### Placement view

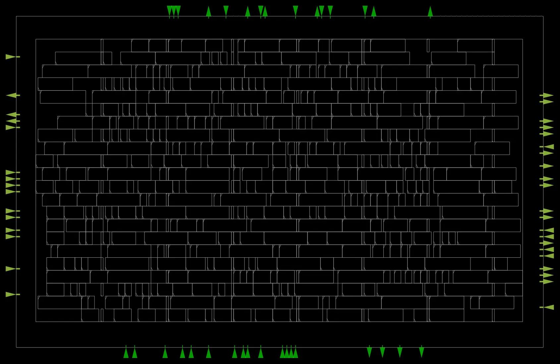
### Cell classes on the final placement

Scale: 4 px per um.
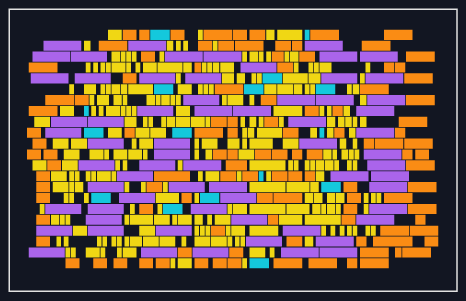
### Sizing map

Scale: 3 px per um.
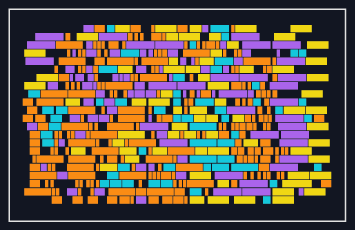
<file path="config.mk">
export PLATFORM = sky130hd
export DESIGN_NAME = nibble_serial_add_ctrl
export DESIGN_NICKNAME = d
export VERILOG_FILES = /design/src/rtl/nibble_serial_add_ctrl.sv
export SDC_FILE = /design/constraint.sdc
export NUM_CORES = 1
export LEC_CHECK = 0
export ABC_AREA = 1
export CORE_ASPECT_RATIO = 0.6
export CORE_MARGIN = 4
export CORE_UTILIZATION = 45
export CTS_CLUSTER_DIAMETER = 150
export DETAILED_ROUTE_END_ITERATION = 12
export PLACE_DENSITY_LB_ADDON = 0.08
export SETUP_SLACK_MARGIN = 0.4
export SYNTH_ARGS = -nofsm -noshare
export SYNTH_HDL_FRONTEND = slang
export SYNTH_SLANG_ARGS = --single-unit
</file>
<file path="constraint.sdc">
create_clock -name clk -period 1.2 [get_ports clk]
set_input_delay 0.24 -clock clk [delete_from_list [all_inputs] [get_ports clk]]
set_output_delay 0.24 -clock clk [all_outputs]
set_load 0.05 [all_outputs]
</file>
<file path="src/rtl/nibble_serial_add_ctrl.sv">
// Sequencer for a 4-bit combinational adder: adds two (4*NIBBLES)-bit operands
// one nibble per clock, LSB first, rippling the carry through a register.
module nibble_serial_add_ctrl #(
  parameter int unsigned NIBBLES = 4
) (
  input  logic                 clk,
  input  logic                 rst_n,
  input  logic                 start,
  input  logic [4*NIBBLES-1:0] a_in,
  input  logic [4*NIBBLES-1:0] b_in,
  input  logic                 cin,
  output logic                 busy,
  output logic                 done,
  output logic [4*NIBBLES-1:0] result,
  output logic                 cout,
  output logic [3:0]           fa_a,
  output logic [3:0]           fa_b,
  output logic                 fa_cin,
  input  logic [3:0]           fa_sum,
  input  logic                 fa_cout
);

  localparam int unsigned W  = 4 * NIBBLES;
  localparam int unsigned IW = (NIBBLES > 1) ? $clog2(NIBBLES) : 1;
  localparam logic [IW-1:0] LAST_IDX = IW'(NIBBLES - 1);

  typedef enum logic [1:0] {
    S_IDLE = 2'd0,
    S_RUN  = 2'd1,
    S_DONE = 2'd2
  } state_t;

  state_t          state_q, state_d;
  logic [W-1:0]    a_sh_q, a_sh_d;
  logic [W-1:0]    b_sh_q, b_sh_d;
  logic            carry_q, carry_d;
  logic [IW-1:0]   idx_q, idx_d;
  logic [W-1:0]    result_d;
  logic            cout_d;
  logic            busy_d;
  logic            done_d;
  logic [3:0]      fa_a_d, fa_b_d;
  logic            fa_cin_d;

  // State register
  always_ff @(posedge clk or negedge rst_n) begin
    if (!rst_n) begin
      state_q <= S_IDLE;
    end else begin
      state_q <= state_d;
    end
  end

  // Next-state logic
  always_comb begin
    state_d = state_q;
    case (state_q)
      S_IDLE:  if (start) state_d = S_RUN;
      S_RUN:   if (idx_q == LAST_IDX) state_d = S_DONE;
      S_DONE:  state_d = S_IDLE;
      default: state_d = S_IDLE;
    endcase
  end

  // Datapath and output next values; adder inputs are registered so they
  // carry no combinational path from start or the operand inputs.
  always_comb begin
    a_sh_d   = a_sh_q;
    b_sh_d   = b_sh_q;
    carry_d  = carry_q;
    idx_d    = idx_q;
    result_d = result;
    cout_d   = cout;
    busy_d   = (state_d != S_IDLE);
    done_d   = (state_d == S_DONE);
    fa_a_d   = 4'd0;
    fa_b_d   = 4'd0;
    fa_cin_d = 1'b0;

    case (state_q)
      S_IDLE: begin
        if (start) begin
          a_sh_d   = a_in;
          b_sh_d   = b_in;
          carry_d  = cin;
          idx_d    = '0;
          result_d = '0;
          cout_d   = 1'b0;
        end
      end
      S_RUN: begin
        for (int unsigned i = 0; i < NIBBLES; i++) begin
          if (idx_q == IW'(i)) result_d[4*i +: 4] = fa_sum;
        end
        carry_d = fa_cout;
        a_sh_d  = a_sh_q >> 4;
        b_sh_d  = b_sh_q >> 4;
        idx_d   = idx_q + IW'(1);
        if (idx_q == LAST_IDX) cout_d = fa_cout;
      end
      default: ;
    endcase

    if (state_d == S_RUN) begin
      fa_a_d   = a_sh_d[3:0];
      fa_b_d   = b_sh_d[3:0];
      fa_cin_d = carry_d;
    end
  end

  // Datapath and output registers
  always_ff @(posedge clk or negedge rst_n) begin
    if (!rst_n) begin
      a_sh_q  <= '0;
      b_sh_q  <= '0;
      carry_q <= 1'b0;
      idx_q   <= '0;
      result  <= '0;
      cout    <= 1'b0;
      busy    <= 1'b0;
      done    <= 1'b0;
      fa_a    <= 4'd0;
      fa_b    <= 4'd0;
      fa_cin  <= 1'b0;
    end else begin
      a_sh_q  <= a_sh_d;
      b_sh_q  <= b_sh_d;
      carry_q <= carry_d;
      idx_q   <= idx_d;
      result  <= result_d;
      cout    <= cout_d;
      busy    <= busy_d;
      done    <= done_d;
      fa_a    <= fa_a_d;
      fa_b    <= fa_b_d;
      fa_cin  <= fa_cin_d;
    end
  end

endmodule

</file>
==> flow_metrics.tcl <==
# collected from the flow reports
set metrics [dict create \
    status "finished, violations left" \
    failed_checks "setup timing" \
    synth_warnings 0 \
    synth_nets 380 \
    insertion_delay_ns 0.34 \
    cp-startpoint "state_q[1]$_DFF_PN0_" \
    viasPerCell 5.246 \
    hold_end "a_sh_q[15]$_DFFE_PN0P_" \
    critPathCapture "a_sh_q[6]$_DFFE_PN0P_" \
    routed_wl_um 9221 \
    highest-signal-layer "met4" \
    adder_share 0.01729 \
    cts_made_buffers 9 \
    power_frac_clock 0.129 \
    sw_frac_of_total 0.4306 \
    die_y_um 70.13 \
    post-route-cell-area_mm2 0.005062 \
    yosysCellCount 335 \
    yosys_area_mm2 0.002895 \
    top_regs "a_sh_q (16), b_sh_q (16), result (16)" \
    cp-start-kind "register" \
    seqCellArea_mm2 0.001667 \
    grt_pass1_wl_um 14180 \
    wl_met2_um 4483 \
    ys_seq_frac 0.5618 \
    logic_area_mm2 0.001524 \
    ys_ff 65 \
    ff_count 65 \
    die_x_um 111.6 \
    wl_per_cell_um 17.20 \
    drt_pass1_iterations 5 \
    max_slew_margin 0.8507 \
    top_power_group "combinational logic" \
    cts-root-buf "clkbuf_8" \
    wl_met1_um 3967 \
    place_area_mm2 0.004060 \
    synthTopCellsByCount "nand2_1 (139), dfrtp_1 (65), nand3_1 (42)" \
    finalWorstSetupSlack_ns -0.08522 \
    critPathTopFamily "flip-flops" \
    area_growth_pct 74.85 \
    worst_slew_pin_slew_ns 0.2232 \
    critPathArrivalTime_ns 1.51 \
    cts_tree "done" \
    min_path_type "in2reg" \
    cp-end-kind "register" \
    power-per-cell-area_mw_per_mm2 2631 \
    grt_setup_unrepaired "true" \
    edf_count 0 \
    async_flop_share 1.000 \
    netlist_area_mm2 0.002895 \
    min_path_cells 3 \
    met3_usage 0.05628 \
    dieArea_mm2 0.007823 \
    place_congestion 0.8297 \
    slowest_stage "dfrtp_2" \
    clock-skew-final_ns 0.006548 \
    xor_area_frac 0 \
    cts.path.max_buffers 2 \
    powerComb_mw 7.72 \
    cp_max_fo 24 \
    pwr.group.clock_mw 1.72 \
    crit_cells 6 \
    pg_seq_mw 3.87 \
    yosys.area_share.simple 0.3211 \
    finalSetupTns_ns -1.367 \
    dpl.cell_count 491 \
    hold_ws_ns 0.4220 \
    drcViolationCount 0 \
    setup_viol 37 \
    peakVddDrop_uv 1461 \
    ant_nets 0 \
    cts_resized 114 \
    vias 2812 \
    grt-ovfl-total 0 \
    fmax_ghz 0.7781 \
    antenna_cells 0 \
    compound_area_frac 0.02723 \
    area_leaders "dfrtp_1 (56%), nand2_1 (18%), nand3_1 (7.3%)" \
    reg2reg_depth 6 \
    clock-sinks 65 \
    rr_endpoint "a_sh_q[6]$_DFFE_PN0P_" \
    power.share.sequential 0.291 \
    num_rows 22 \
    warnings 32 \
    p_sw_mw 5.735 \
    clock_area_frac 0.03559 \
    fp_util 0.4696 \
    postSynth.topFlopCell "dfrtp_1" \
    path_cells "inv_6 > nand2_8 > nand2_8 > inv_6 > nand2_1 > nand3_2" \
    nNonClkBuffers 112 \
    synth_area_per_cell_um2 8.643 \
    post_cts_buffers 18 \
    io_buffers 68 \
    met3WireLength_um 573 \
    track_usage 0.2279 \
    hold_violations 0 \
    cpPeakStageDelay_ns 0.49 \
]
## Picture notes: 'Placement view'
final std cells w/o fill: 536
Seq area share: 0.3292
Filler cells: 356
fin util: 0.8210

## Picture notes: 'Cell classes on the final placement'
sequential cells -> purple  # cells 65, share of their area 34%
combinational and other logic -> yellow  # cells 259, share of their area 34%
remaining buffers and delay cells -> orange  # cells 112, share of their area 29%
clock drivers and dummy loads -> cyan  # cells 16, share of their area 3.6%

## Picture notes: 'Sizing map'
_3 and _4 cells -> cyan  # cells 55, most used buf_4
_6 and larger -> yellow  # cells 69, most used buf_12
_2 cells -> purple  # cells 93, most used dfrtp_2
_0 and _1 cells -> orange  # cells 235, most used nand2_1

Power and IR drop assume default switching activity.
